==> images/class_map.png <==
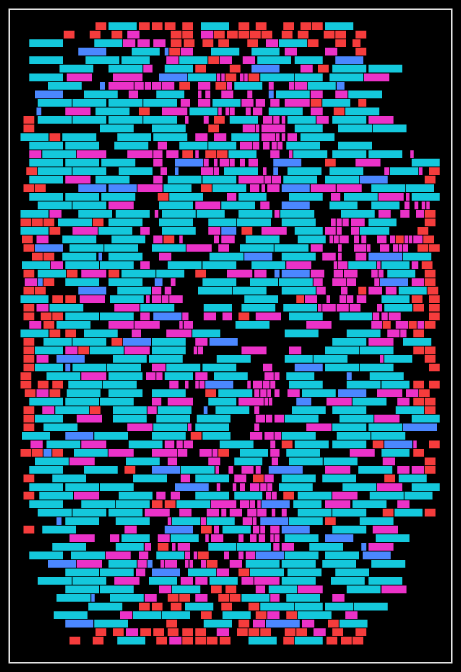
==> images/clock_wires.png <==
Scale bar: 50 um.
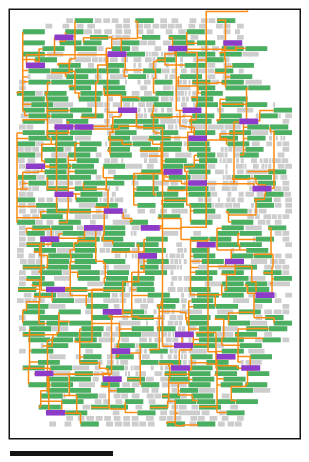
==> images/gates.png <==
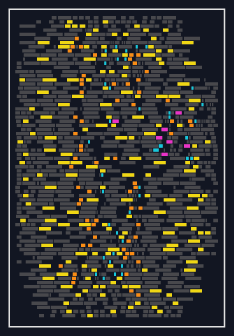
==> images/clock_nets.png <==
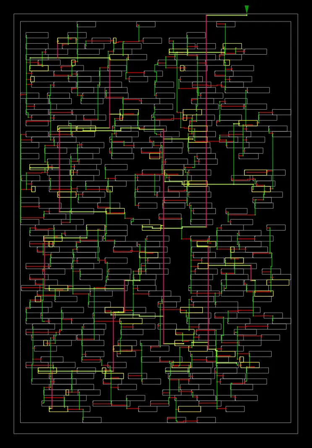
### config.mk
export PLATFORM = sky130hd
export DESIGN_NAME = pred_resolve
export DESIGN_NICKNAME = d
export VERILOG_FILES = /design/src/rtl/riscv_pkg.sv /design/src/rtl/pred_fifo.sv /design/src/rtl/pred_resolve.sv
export SDC_FILE = /design/constraint.sdc
export NUM_CORES = 1
export LEC_CHECK = 0
export CAP_MARGIN = 10
export CORE_ASPECT_RATIO = 1.5
export CORE_MARGIN = 3
export CORE_UTILIZATION = 55
export DETAILED_ROUTE_END_ITERATION = 6
export GPL_ROUTABILITY_DRIVEN = 0
export MAX_ROUTING_LAYER = met4
export PLACE_DENSITY = 0.77
export SYNTH_ARGS = -nofsm -noshare
export SYNTH_HDL_FRONTEND = slang
export SYNTH_SLANG_ARGS = --single-unit
### constraint.sdc
create_clock -name clk -period 13.9 [get_ports clk]
set_input_delay 2.78 -clock clk [delete_from_list [all_inputs] [get_ports clk]]
set_output_delay 2.78 -clock clk [all_outputs]
set_load 0.02 [all_outputs]
### src/rtl/riscv_pkg.sv
// Shared types for the branch-prediction resolution path: prediction record,
// resolver state and default FIFO pointer width.
package riscv_pkg;

  localparam int XLEN              = 32;
  localparam int PRED_RES_PTR_SIZE = 2;

  typedef struct packed {
    logic [XLEN-1:0] pc;
    logic            taken;
    logic [XLEN-1:0] target;
  } pred_rec_t;

  typedef enum logic {
    RES_RUN,
    RES_FLUSH
  } res_state_t;

endpackage

### src/rtl/pred_fifo.sv
// Generic in-order FIFO with a clear input; the record type is a parameter.
// Pointers carry one extra wrap bit so full and empty stay distinguishable.
module pred_fifo #(
  parameter int  DEPTH = 4,
  parameter type rec_t = logic
) (
  input  logic clk,
  input  logic reset_n,
  input  logic clr,
  input  logic push,
  input  logic pop,
  input  rec_t wdata,
  output rec_t rdata,
  output logic full,
  output logic empty
);

  localparam int PW = $clog2(DEPTH);

  rec_t        mem [DEPTH];
  logic [PW:0] wptr;
  logic [PW:0] rptr;

  assign empty = (wptr == rptr);
  assign full  = (wptr[PW] != rptr[PW]) && (wptr[PW-1:0] == rptr[PW-1:0]);
  assign rdata = mem[rptr[PW-1:0]];

  // Clear wins over push and pop: anything written in that cycle is discarded.
  always_ff @(posedge clk or negedge reset_n) begin
    if (!reset_n) begin
      wptr <= '0;
      rptr <= '0;
    end else if (clr) begin
      rptr <= wptr;
    end else begin
      if (push) wptr <= wptr + (PW+1)'(1);
      if (pop)  rptr <= rptr + (PW+1)'(1);
    end
  end

  always_ff @(posedge clk) begin
    if (push && !clr) mem[wptr[PW-1:0]] <= wdata;
  end

endmodule

### src/rtl/pred_resolve.sv
// Resolves queued branch predictions against BU outcomes, drives the predictor
// update bus and the mispredict redirect. Optional perf counters: PRED_RESOLVE_PERF_EN.
module pred_resolve
  import riscv_pkg::*;
#(
  parameter int DEPTH     = 1 << PRED_RES_PTR_SIZE,
  parameter int FLUSH_LAT = 2
) (
  input  logic            clk,
  input  logic            reset_n,
  input  logic            if_push_v_i,
  input  logic [XLEN-1:0] if_pc_i,
  input  logic            if_pred_taken_i,
  input  logic [XLEN-1:0] if_pred_target_i,
  output logic            if_push_rdy_o,
  input  logic            bu_res_v_i,
  input  logic            bu_branch_i,
  input  logic            bu_taken_i,
  input  logic [XLEN-1:0] bu_target_i,
  output logic            pred_en_o,
  output logic [XLEN-1:0] bu_pc_branch_o,
  output logic [XLEN-1:0] bu_pc_target_o,
  output logic            pred_success_o,
  output logic            pred_failed_o,
  output logic            flush_o,
  output logic [XLEN-1:0] flush_pc_o,
`ifdef PRED_RESOLVE_PERF_EN
  output logic [31:0]     perf_branches_o,
  output logic [31:0]     perf_mispred_o,
`endif
  output logic            err_underflow_o
);

  localparam int CW = (FLUSH_LAT < 2) ? 1 : $clog2(FLUSH_LAT + 1);

  function automatic logic [31:0] sat_inc(input logic [31:0] v);
    return (v == 32'hFFFF_FFFF) ? v : v + 32'd1;
  endfunction

  res_state_t      state_q, state_d;
  logic [CW-1:0]   cnt_q, cnt_d;
  pred_rec_t       head_p0, push_rec_p0;
  logic            full, empty;
  logic            run_p0, vld_p0, underflow_p0, act_taken_p0, mispredict_p0, mis_vld_p0;

  logic            upd_vld_p1, succ_p1, fail_p1, flush_vld_p1, err_p1;
  logic [XLEN-1:0] pc_branch_p1, pc_target_p1, flush_pc_p1;

  assign push_rec_p0   = '{pc: if_pc_i, taken: if_pred_taken_i, target: if_pred_target_i};
  assign run_p0        = (state_q == RES_RUN);
  assign vld_p0        = bu_res_v_i && run_p0 && !empty;
  assign underflow_p0  = bu_res_v_i && run_p0 && empty;
  assign act_taken_p0  = bu_branch_i && bu_taken_i;
  assign mispredict_p0 = (head_p0.taken != act_taken_p0) ||
                         (act_taken_p0 && head_p0.taken && (head_p0.target != bu_target_i));
  assign mis_vld_p0    = vld_p0 && mispredict_p0;
  assign if_push_rdy_o = !full || vld_p0;

  pred_fifo #(
    .DEPTH (DEPTH),
    .rec_t (pred_rec_t)
  ) u_fifo (
    .clk     (clk),
    .reset_n (reset_n),
    .clr     (mis_vld_p0),
    .push    (if_push_v_i && if_push_rdy_o),
    .pop     (vld_p0),
    .wdata   (push_rec_p0),
    .rdata   (head_p0),
    .full    (full),
    .empty   (empty)
  );

  always_ff @(posedge clk or negedge reset_n) begin
    if (!reset_n) begin
      state_q <= RES_RUN;
      cnt_q   <= '0;
    end else begin
      state_q <= state_d;
      cnt_q   <= cnt_d;
    end
  end

  // BU results arriving during FLUSH belong to the wrong path and are dropped.
  always_comb begin
    state_d = state_q;
    cnt_d   = cnt_q;
    case (state_q)
      RES_RUN: begin
        if (mis_vld_p0) begin
          state_d = RES_FLUSH;
          cnt_d   = CW'(FLUSH_LAT);
        end
      end
      RES_FLUSH: begin
        if (cnt_q <= CW'(1)) begin
          state_d = RES_RUN;
          cnt_d   = '0;
        end else begin
          cnt_d = cnt_q - CW'(1);
        end
      end
      default: begin
        state_d = RES_RUN;
        cnt_d   = '0;
      end
    endcase
  end

  // p0 -> p1: registered predictor update and redirect
  always_ff @(posedge clk or negedge reset_n) begin
    if (!reset_n) begin
      upd_vld_p1   <= 1'b0;
      succ_p1      <= 1'b0;
      fail_p1      <= 1'b0;
      flush_vld_p1 <= 1'b0;
      err_p1       <= 1'b0;
      pc_branch_p1 <= '0;
      pc_target_p1 <= '0;
      flush_pc_p1  <= '0;
    end else begin
      upd_vld_p1   <= vld_p0 && bu_branch_i;
      succ_p1      <= vld_p0 && bu_branch_i && !mispredict_p0;
      fail_p1      <= vld_p0 && bu_branch_i && mispredict_p0;
      flush_vld_p1 <= mis_vld_p0;
      if (underflow_p0) err_p1 <= 1'b1;
      if (vld_p0 && bu_branch_i) begin
        pc_branch_p1 <= head_p0.pc;
        pc_target_p1 <= bu_target_i;
      end
      if (mis_vld_p0) flush_pc_p1 <= act_taken_p0 ? bu_target_i : head_p0.pc + XLEN'(4);
    end
  end

  assign pred_en_o       = upd_vld_p1;
  assign pred_success_o  = succ_p1;
  assign pred_failed_o   = fail_p1;
  assign bu_pc_branch_o  = pc_branch_p1;
  assign bu_pc_target_o  = pc_target_p1;
  assign flush_o         = flush_vld_p1;
  assign flush_pc_o      = flush_pc_p1;
  assign err_underflow_o = err_p1;

`ifdef PRED_RESOLVE_PERF_EN
  logic [31:0] perf_br_p2, perf_mis_p2;

  // p1 -> p2: counters follow the registered strobes
  always_ff @(posedge clk or negedge reset_n) begin
    if (!reset_n) begin
      perf_br_p2  <= '0;
      perf_mis_p2 <= '0;
    end else begin
      if (upd_vld_p1) perf_br_p2  <= sat_inc(perf_br_p2);
      if (fail_p1)    perf_mis_p2 <= sat_inc(perf_mis_p2);
    end
  end

  assign perf_branches_o = perf_br_p2;
  assign perf_mispred_o  = perf_mis_p2;
`endif

endmodule

==> CHANGELOG.md <==
## Flow update

- Yosys chip area: 14900 um2
- Highest-count logic cell in the final layout: edfxtp_1
- Fillers: 1730
- Top cells excl fill/tap: 260 x edfxtp_1, 203 x clkdlybuf4s50_1, 108 x dfrtp_1, 78 x mux2_2, 63 x mux4_2
- Critical Path, Cell by Cell: clkdlybuf4s50_1, nand2_1, nand3_1, clkdlybuf4s50_1
- Clock sink count: 370
- Total tool warning count: 29
- Clock Path Buffers: 3
- Sw frac: 0.326
- Max VDD drop: 0.202 mV
- Endpoint class of the critical path: output pin
- Register share of total power: 0.402
- Num rows: 73
- Syn Inst Count: 813
- First-pass GRT wire length: 51600 um
- Dominant comb cell: multiplexers
- Starting DRT DRC Count: 474
- Worst slew pin tran: 1.10 ns
- Top cells by area: edfxtp_1 52%, dfrtp_1 18%, mux4_2 9.5%, mux2_2 5.9%, xnor2_1 2.2%
- Yosys warning tally: 0
- H-tree depth reported by CTS: 2
- Cell family with most CP delay: buffers and inverters
- Layout cells sized above 1: 0.214
- Largest net degree at the start of global routing: 69
- Setup slack after layout: 7.06 ns
- CTS root buffer: clkbuf_16
- Area Growth Syn to Fin: 23.6%
- Fa+ha+maj area frac: 0.00587
- Sw power: 1.39 mW
- DRT Pass-1 Iters: 5
- Yosys top cell by area: edfxtp_1
- PnR Total Power: 4.26 mW
- Syn_nets: 923
- Gr usage total: 0.240
- Synth Seq Share: 0.708
- Die Area: 29200 um2
- Max Transition Viols Final: 0
- MUX area fraction: 0.172
- Worst setup SP type: input pin
- Worst Path Class, Setup: in2out
- Post-synth top cells: 260 x edfxtp_1, 110 x dfrtp_1, 78 x mux2_2
- MaxCap Viol Count: 0
- Final cell count without fillers: 1393
- Grt ovf: 0
- Post-synth ARST share: 0.297
- Vias per inst: 5.80
- # Cells Yosys: 813
- Final Cell Area: 18500 um2
- XORs/XNORs by Area: 0.0381
- CTS tree: yes
- Detailed placement HPWL: 21600 um
- Most common cell in the netlist: edfxtp_1
- RSZ-0062 raised after global routing: no
- # port buffers: 204
- Final Util: 0.694
- Crit path DAT: 4.06 ns
- Core footprint: 26600 um2
- Post-DRT Antenna Nets: 0
- Resized cells post-CTS: 0
- Clock share of power: 0.232
- Post-route minimum period: 6.84 ns
- Synth Area per Inst: 18.4 um2
- Ao+oa area frac: 0.0165
- Init Core Util: 0.562
- Total negative slack: 0 ns
- Internal power: 2.88 mW
- Die H: 208 um
- Top cell area share: 0.523
- Combinational Power Share: 0.366
- Fin Hold WS: 0.471 ns
- Final WL: 33700 um
- NumNets Final: 1136
- Hold Fails Final Rpt: 0
- Hold crit path type: reg2reg
- Distinct lib cells: 43
- Setup Viol. Count Final: 0
- Worst path buffer plus inverter count: 2
- Vias in the first global route: 8537
- Fin crit share: 0.492
- Placed instance area: 17200 um2
- Via count: 8077
- Rel. slew slack: 0.262
- Status: finished clean
- Critical-path top delay cell: clkdlybuf4s50_1
- Cts hold-fix bufs: 0
- Pwr dens: 231 nW/um2
- Synth Area in Simple Gates: 0.0438
- Initial antenna violation count: 4
- # DRC: 0
- EDFF count, synth: 260
- Most frequent CP cell: clkdlybuf4s50_1
- Worst EP required: 11.12 ns
- Die W: 141 um
- Prevailing post-synth register cell: edfxtp_1
- Syn Std Cell Area: 14900 um2
- Cells after DPL: 1326
- CP Max Fanout: 3
- # Post-CTS Setup Buffers: 0
- Slowest stage delay, CP: 0.61 ns
- Per-cell routed wire length: 24.2 um
- Post-place setup slack: 7.06 ns
- Post-synthesis register bit count: 370
- Fmax: 146 MHz
- Lkg Pwr: 6.45 nW
- Reg clk slew, reported paths: 0.06 ns
- IO Pins: 205
Notes on class_map.png above:
| color | class | cells | share of their area |
|---|---|---|---|
| blue | clock drivers and dummy loads | 63 | 6.7% |
| magenta | remaining logic cells | 409 | 23% |
| cyan | registers | 370 | 59% |
| red | remaining buffers and delay cells | 210 | 12% |

Notes on clock_wires.png above:
[orange] clock wires | length: 4060 um
[green] flip-flops | count: 370
[purple] clock-net drivers | count: 35
routed clock nets: 36

Notes on gates.png above:
| color | family | cells |
|---|---|---|
| orange | xor and xnor cells | 65 |
| magenta | fa/ha/maj cells | 7 |
| cyan | aoi and oai cells | 39 |
| yellow | mux cells | 162 |

Notes on clock_nets.png above:
Clock Skew: 0.0198 ns
clk_lat worst skew: 0.52 ns
Num CTS Buffers: 35
Clock group: 0.990 mW
flop count: 370

## routing by layer
layer	wire length, um	track usage	part of all wire	vias to the layer above
met2	17500	0.389	0.52	253
met3	1490	0.0339	0.044	62
li1	-	-	-	3595
met4	1180	0.0916	0.035	0
met1	13500	0.312	0.40	4167
met5	0	-	0	-
## worst reg2reg max path: cells and delay by family (launching register included)
kind                      cells  cell delay, ns
and+or+nand+nor               4            2.07
muxes                         1            0.65
DFF                           1            0.91
buffers and inverters         1            0.69
xor gates and xnor gates      1            0.16
AOI/OAI and AO/OA             1            0.25
## sequential cells by signal, summed over array words and instances (netlist names), 2 cells and up
name            count
bu_pc_branch_o     32
bu_pc_target_o     32
cnt_q               2
flush_pc_o         32
u_fifo.mem        260
u_fifo.rptr         3
u_fifo.wptr         3
## layout make-up
type                       instances  area, um2  area share
tap                              337        422      0.0228
antenna                            4       10.0    0.000542
inverter                           9       33.8     0.00183
timing repair buffer             210       2080       0.113
sequential                       370      10600       0.572
clock inverter                    22        239      0.0129
clock buffer                      41        961      0.0521
multi-input combinational        400       4140       0.224
## worst paths after layout
path	startpoint	endpoint	slack (ns)	cells past startpoint
worst max-delay path	bu_res_v_i	if_push_rdy_o	7.06	4
worst min-delay path	err_underflow_o	err_underflow_o	0.47	1
worst max register to register	u_fifo.rptr[0]	u_fifo.mem[0][4]	8.70	8
worst min register to register	err_underflow_o	err_underflow_o	0.47	1
max in group asynchronous	reset_n	u_fifo.rptr[0]	10.21	2
min in group asynchronous	reset_n	bu_pc_branch_o[9]	2.27	1
## power groups by stage
stage                     registers (mW)  logic [mW]  clock network [mW]
final                               1.71        1.56               0.990
after global routing                1.75        1.67                1.05
after CTS                           1.72        1.58                1.01
after detailed placement            1.74        1.57                   0
after global placement              1.72        1.56                   0
after floorplan                     1.85       0.857                   0
Power is estimated from default activity; no workload was simulated.
